===== src/rtl/fifo_rd_ctrl.sv =====
// Read-side controller for a dual-clock FIFO: write-pointer synchroniser, read pointers, level and flags.
// Optional sticky underflow detection is enabled by defining FIFO_RD_UNDERFLOW_EN.
module fifo_rd_ctrl #(
  parameter int unsigned ADDRSIZE    = 4,
  parameter int unsigned SYNC_STAGES = 2
) (
  input  logic                i_rd_clk,
  input  logic                i_rd_rst,
  input  logic                i_rd_en,
  input  logic [ADDRSIZE:0]   i_wr_ptr,
  input  logic [ADDRSIZE:0]   i_ae_thresh,
  input  logic                i_uf_clr,
  output logic [ADDRSIZE-1:0] o_rd_addr,
  output logic [ADDRSIZE:0]   o_rd_ptr,
  output logic                o_empty,
  output logic                o_almost_empty,
  output logic [ADDRSIZE:0]   o_rd_level,
  output logic                o_rd_valid,
  output logic                o_underflow
);

  logic [ADDRSIZE:0] sync_q [SYNC_STAGES];
  logic [ADDRSIZE:0] wr_gray_s;
  logic [ADDRSIZE:0] wr_bin_s;

  logic [ADDRSIZE:0] rd_bin_q,  rd_bin_d;
  logic [ADDRSIZE:0] rd_gray_q, rd_gray_d;
  logic [ADDRSIZE:0] level_q,   level_d;
  logic              empty_q,   empty_d;
  logic              ae_q,      ae_d;
  logic              valid_q,   valid_d;
  logic              uf_q,      uf_d;
  logic              rd_fire;

  assign wr_gray_s = sync_q[SYNC_STAGES-1];

  // Each binary bit is the XOR of all Gray bits at or above it.
  always_comb begin
    wr_bin_s = '0;
    for (int unsigned i = 0; i <= ADDRSIZE; i++) begin
      wr_bin_s[i] = ^(wr_gray_s >> i);
    end
  end

  assign rd_fire = i_rd_en & ~empty_q;

  always_comb begin
    rd_bin_d  = rd_bin_q + {{ADDRSIZE{1'b0}}, rd_fire};
    rd_gray_d = (rd_bin_d >> 1) ^ rd_bin_d;
    level_d   = wr_bin_s - rd_bin_d;
    empty_d   = (rd_gray_d == wr_gray_s);
    ae_d      = (level_d <= i_ae_thresh);
    valid_d   = rd_fire;
  end

`ifdef FIFO_RD_UNDERFLOW_EN
  // Set has priority over clear so a simultaneous error is never lost.
  always_comb begin
    uf_d = uf_q;
    if (i_uf_clr)           uf_d = 1'b0;
    if (i_rd_en && empty_q) uf_d = 1'b1;
  end
`else
  logic unused_uf_clr;
  assign unused_uf_clr = i_uf_clr;
  always_comb begin
    uf_d = 1'b0;
  end
`endif

  always_ff @(posedge i_rd_clk) begin
    if (i_rd_rst) begin
      for (int unsigned i = 0; i < SYNC_STAGES; i++) begin
        sync_q[i] <= '0;
      end
      rd_bin_q  <= '0;
      rd_gray_q <= '0;
      level_q   <= '0;
      empty_q   <= 1'b1;
      ae_q      <= 1'b1;
      valid_q   <= 1'b0;
      uf_q      <= 1'b0;
    end else begin
      sync_q[0] <= i_wr_ptr;
      for (int unsigned i = 1; i < SYNC_STAGES; i++) begin
        sync_q[i] <= sync_q[i-1];
      end
      rd_bin_q  <= rd_bin_d;
      rd_gray_q <= rd_gray_d;
      level_q   <= level_d;
      empty_q   <= empty_d;
      ae_q      <= ae_d;
      valid_q   <= valid_d;
      uf_q      <= uf_d;
    end
  end

  assign o_rd_addr      = rd_bin_q[ADDRSIZE-1:0];
  assign o_rd_ptr       = rd_gray_q;
  assign o_empty        = empty_q;
  assign o_almost_empty = ae_q;
  assign o_rd_level     = level_q;
  assign o_rd_valid     = valid_q;
  assign o_underflow    = uf_q;

endmodule


===== config.mk =====
export PLATFORM = sky130hd
export DESIGN_NAME = fifo_rd_ctrl
export DESIGN_NICKNAME = d
export VERILOG_FILES = /design/src/rtl/fifo_rd_ctrl.sv
export SDC_FILE = /design/constraint.sdc
export NUM_CORES = 1
export LEC_CHECK = 0
export CORE_ASPECT_RATIO = 0.5
export CORE_MARGIN = 5
export CORE_UTILIZATION = 25
export DETAILED_ROUTE_END_ITERATION = 16
export GPL_TIMING_DRIVEN = 0
export MAX_ROUTING_LAYER = met4
export PLACE_DENSITY_LB_ADDON = 0.12
export RECOVER_POWER = 50
export SYNTH_ARGS = -nofsm -noshare
export SYNTH_HDL_FRONTEND = slang
export SYNTH_SLANG_ARGS = --single-unit

===== constraint.sdc =====
create_clock -name i_rd_clk -period 4.2 [get_ports i_rd_clk]
set_input_delay 0.84 -clock i_rd_clk [delete_from_list [all_inputs] [get_ports i_rd_clk]]
set_output_delay 0.84 -clock i_rd_clk [all_outputs]
set_load 0.05 [all_outputs]

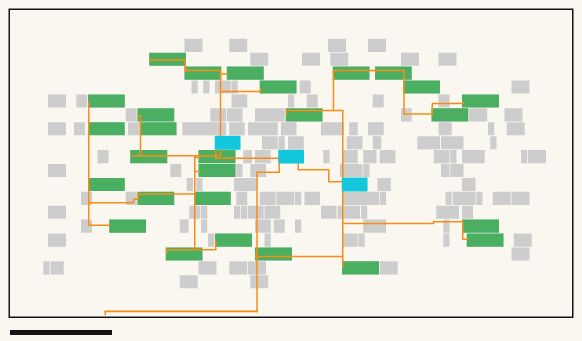
**Above:** clock network drawn from the DEF.
Bar = 20 µm.
[orange] clock wires | length: 388 µm
[green] flip-flops | count: 27
[cyan] cells driving clock nets | count: 3
routed clock nets: 4
clock network fraction of total power: 24.3%
largest clock skew in the final design: 0.00496 ns
clock network power consumption: 0.000160 W

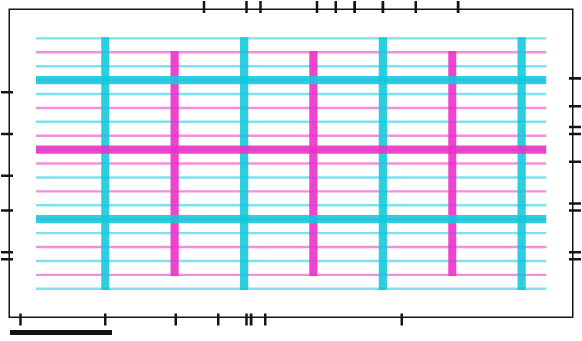
**Above:** power grid.
Bar = 20 µm. Pins as bars on the die edge.
[cyan] VSS
[magenta] VDD
met4 straps: 7
met1 rails: 19
met5 straps: 3
signal pins: 32
rows: 18

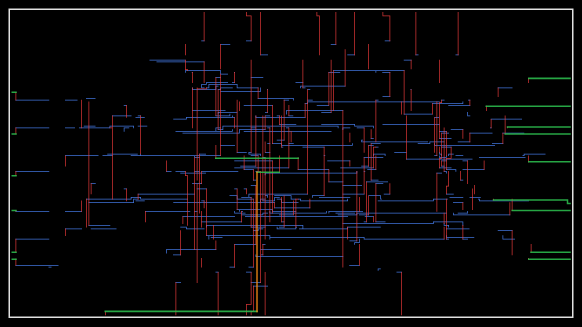
**Above:** wiring by layer.
[orange] met4 | wire length: 27.2 µm
[blue] met1 | wire length: 1190 µm
[green] met3 | wire length: 154 µm
[red] met2 | wire length: 972 µm

==> run_summary.xml <==
<?xml version="1.0" encoding="UTF-8"?>
<metrics>
  <group name="synthesis">
    <metric name="synth.lib_cells_used.distinct" unit="">25</metric>
    <metric name="mappedNetlistArea" unit="mm²">0.00125</metric>
    <metric name="yosys_warnings" unit="">0</metric>
    <metric name="fp_nets" unit="">147</metric>
    <metric name="gate_count_of_the_mapped_netlist" unit="">122</metric>
    <metric name="synth-cells-yosys" unit="">122</metric>
    <metric name="ys_ff" unit="">27</metric>
    <metric name="yosysSeqAreaShare" unit="%">43.3</metric>
    <metric name="fa_ha_area_share" unit="%">11.6</metric>
    <metric name="yosys.area_share.xor_xnor" unit="%">17.2</metric>
    <metric name="ys_area" unit="mm²">0.00125</metric>
    <metric name="post_synth_mux_area_share" unit="%">0.802</metric>
  </group>
  <group name="global_routing">
    <metric name="first_global_vias" unit="">862</metric>
    <metric name="grt_max_degree" unit="">18</metric>
    <metric name="number_of_antenna_violations_at_the_first_check_in_global_routing" unit="">0</metric>
    <metric name="grt_overflow" unit="">0</metric>
  </group>
  <group name="detailed_routing">
    <metric name="antenna_violating_nets_post_route" unit="">0</metric>
    <metric name="drt_first_iter_violations" unit="">30</metric>
    <metric name="drc" unit="">0</metric>
    <metric name="detail_route.vias_per_cell" unit="">3.72</metric>
    <metric name="vias" unit="">838</metric>
  </group>
  <group name="final_layout">
    <metric name="final_design_area_no_fill" unit="mm²">0.00166</metric>
    <metric name="drive_gt1_share" unit="%">4.52</metric>
    <metric name="layout.cells.most_common" unit="">sky130_fd_sc_hd__dfxtp_1</metric>
  </group>
  <group name="clock_network">
    <metric name="clock_tree.root_cell" unit="">sky130_fd_sc_hd__clkbuf_8</metric>
    <metric name="cts_made_buffers" unit="">3</metric>
    <metric name="worstSkewPairLatency" unit="ns">0.28</metric>
    <metric name="postCtsSetupBuffers" unit="">0</metric>
    <metric name="cts_hold_buf" unit="">0</metric>
    <metric name="h-tree-depth" unit="">1</metric>
    <metric name="clock_path_buffers" unit="">2</metric>
    <metric name="post_cts.resized_instances" unit="">0</metric>
    <metric name="clock_tree_from_tritoncts" unit="">done</metric>
    <metric name="numClockSinks" unit="">27</metric>
  </group>
  <group name="timing">
    <metric name="fmax" unit="MHz">270</metric>
    <metric name="fin_worst_hold_slack" unit="ns">0.445</metric>
    <metric name="finalSetupViolCount" unit="">0</metric>
    <metric name="hold_violations" unit="">0</metric>
    <metric name="final.setup.tns" unit="ns">0</metric>
    <metric name="period_needed" unit="ns">3.71</metric>
    <metric name="timing.max_slew.rel_slack" unit="%">60.4</metric>
    <metric name="timing.final.crit_share" unit="%">88.2</metric>
    <metric name="rsz0062_at_grt" unit="">no</metric>
    <metric name="number_of_max_slew_violations_in_the_final_report" unit="">0</metric>
  </group>
  <group name="floorplan">
    <metric name="core-area" unit="mm²">0.00489</metric>
    <metric name="fp_util" unit="%">25.5</metric>
    <metric name="die_y" unit="µm">60.0</metric>
    <metric name="io_pins" unit="">32</metric>
    <metric name="die-width" unit="µm">110</metric>
    <metric name="chipArea" unit="mm²">0.00659</metric>
  </group>
  <group name="worst_setup_path">
    <metric name="worst_setup_path_end_kind" unit="">register</metric>
    <metric name="critical_path_required" unit="ns">4.40</metric>
    <metric name="timing.setup.critical_path_class" unit="">primary input to register</metric>
    <metric name="rrSetupSlack" unit="ns">0.98</metric>
    <metric name="worstPathArrival" unit="ns">3.91</metric>
    <metric name="regToRegStartpoint" unit="">sync_q[0][9]</metric>
    <metric name="reg2reg_depth" unit="">13</metric>
  </group>
  <group name="placement">
    <metric name="detailed_place_hpwl" unit="µm">1920</metric>
    <metric name="place_congestion" unit="">0.756</metric>
    <metric name="placed_instance_area" unit="mm²">0.00163</metric>
    <metric name="io_buffers" unit="">29</metric>
  </group>
  <group name="flow_run">
    <metric name="maxCapViolCount" unit="">0</metric>
    <metric name="stage_log_warnings" unit="">27</metric>
  </group>
  <group name="power_and_ir_drop">
    <metric name="power_density" unit="mW/mm²">396</metric>
    <metric name="power.static_leakage" unit="nW">0.711</metric>
  </group>
  <group name="status">
    <metric name="status" unit="">finished, final reports clean</metric>
  </group>
</metrics>
==> registers in the layout, summed over array words and instances, names as in the netlist <==
name	cells
sync_q	10
rd_bin_q	5
o_empty	1
o_almost_empty	1
o_rd_level	5
o_rd_valid	1
o_rd_ptr	4
==> routing by layer <==
metal / up-vias / part of all wire (%) / track usage, %
li1: 448 / - / -
met1: 369 / 51 / 11.1
met2: 19 / 41 / 12.0
met3: 2 / 6.6 / 3.13
met4: 0 / 1.2 / 2.66
met5: - / 0 / -
==> power by group <==
| part | switching, W | leakage (nW) | total, W | internal [W] |
|---|---|---|---|---|
| registers | 0.00000671 | 0.222 | 0.000283 | 0.000276 |
| clock network | 0.0000899 | 0.0261 | 0.000160 | 0.0000698 |
| logic | 0.000124 | 0.463 | 0.000214 | 0.0000903 |
| total | 0.000220 | 0.711 | 0.000656 | 0.000436 |
==> cell type report <==
type                            instances  area (µm²)
Fill cell                             530        3230
Multi-Input combinational cell         79         627
Sequential cell                        27         541
Timing Repair Buffer                   29         290
Tap cell                               70        87.6
Inverter                               13        48.8
Clock buffer                            3        41.3
Buffer                                  3        15.0
Clock inverter                          1        8.76
==> metrics by stage <==
step           worst slack (ns)  std cells  total power, W
6_report                  0.494        225        0.000656
5_1_grt                   0.316        225        0.000700
4_1_cts                   0.708        225        0.000672
3_5_place_dp              0.410        221        0.000510
3_3_place_gp              0.444        221        0.000507
2_1_floorplan              1.05        122        0.000444
==> Yosys cell counts (all sizes together) <==
cell type	instances	area share (%)
dfxtp	27	43
xnor2	16	12
inv	13	3.9
nor2	13	3.9
nor2b	12	6.6
ha	10	10
and2	6	3.0
xor2	4	2.8
o21a	3	1.8
a21o	2	1.2
a21oi	2	0.80
clkbuf	2	0.60
nand3	2	0.80
and4	1	0.80
buf	1	0.60
conb	1	0.30
fa	1	1.6
mux2i	1	0.80
nand2	1	0.30
nor3	1	0.40
o221ai	1	0.70
o41ai	1	1.3
xor3	1	1.9
==> worst max-delay path by stage <==
stage	start	to	slack, ns	cells past startpoint
after floorplan	i_rd_en	o_almost_empty	1.05	12
after global routing	i_rd_en	o_almost_empty	0.32	12
after global placement	i_rd_en	o_almost_empty	0.44	13
after CTS	i_rd_en	o_almost_empty	0.71	13
after detailed placement	i_rd_en	o_almost_empty	0.41	13
final	i_rd_en	o_almost_empty	0.49	13
==> critical path, cell delays in order <==
cell and delay, ns:
sky130_fd_sc_hd__dlygate4sd3_1 0.52, sky130_fd_sc_hd__nor2b_1 0.30, sky130_fd_sc_hd__xnor2_1 0.26, sky130_fd_sc_hd__inv_1 0.14, sky130_fd_sc_hd__ha_1 0.23, sky130_fd_sc_hd__fa_1 0.52
sky130_fd_sc_hd__inv_1 0.05, sky130_fd_sc_hd__ha_1 0.28, sky130_fd_sc_hd__nor2b_1 0.13, sky130_fd_sc_hd__o21a_1 0.16, sky130_fd_sc_hd__o21a_1 0.17, sky130_fd_sc_hd__o21a_1 0.17
sky130_fd_sc_hd__o221ai_1 0.16
Power and IR drop assume default switching activity.
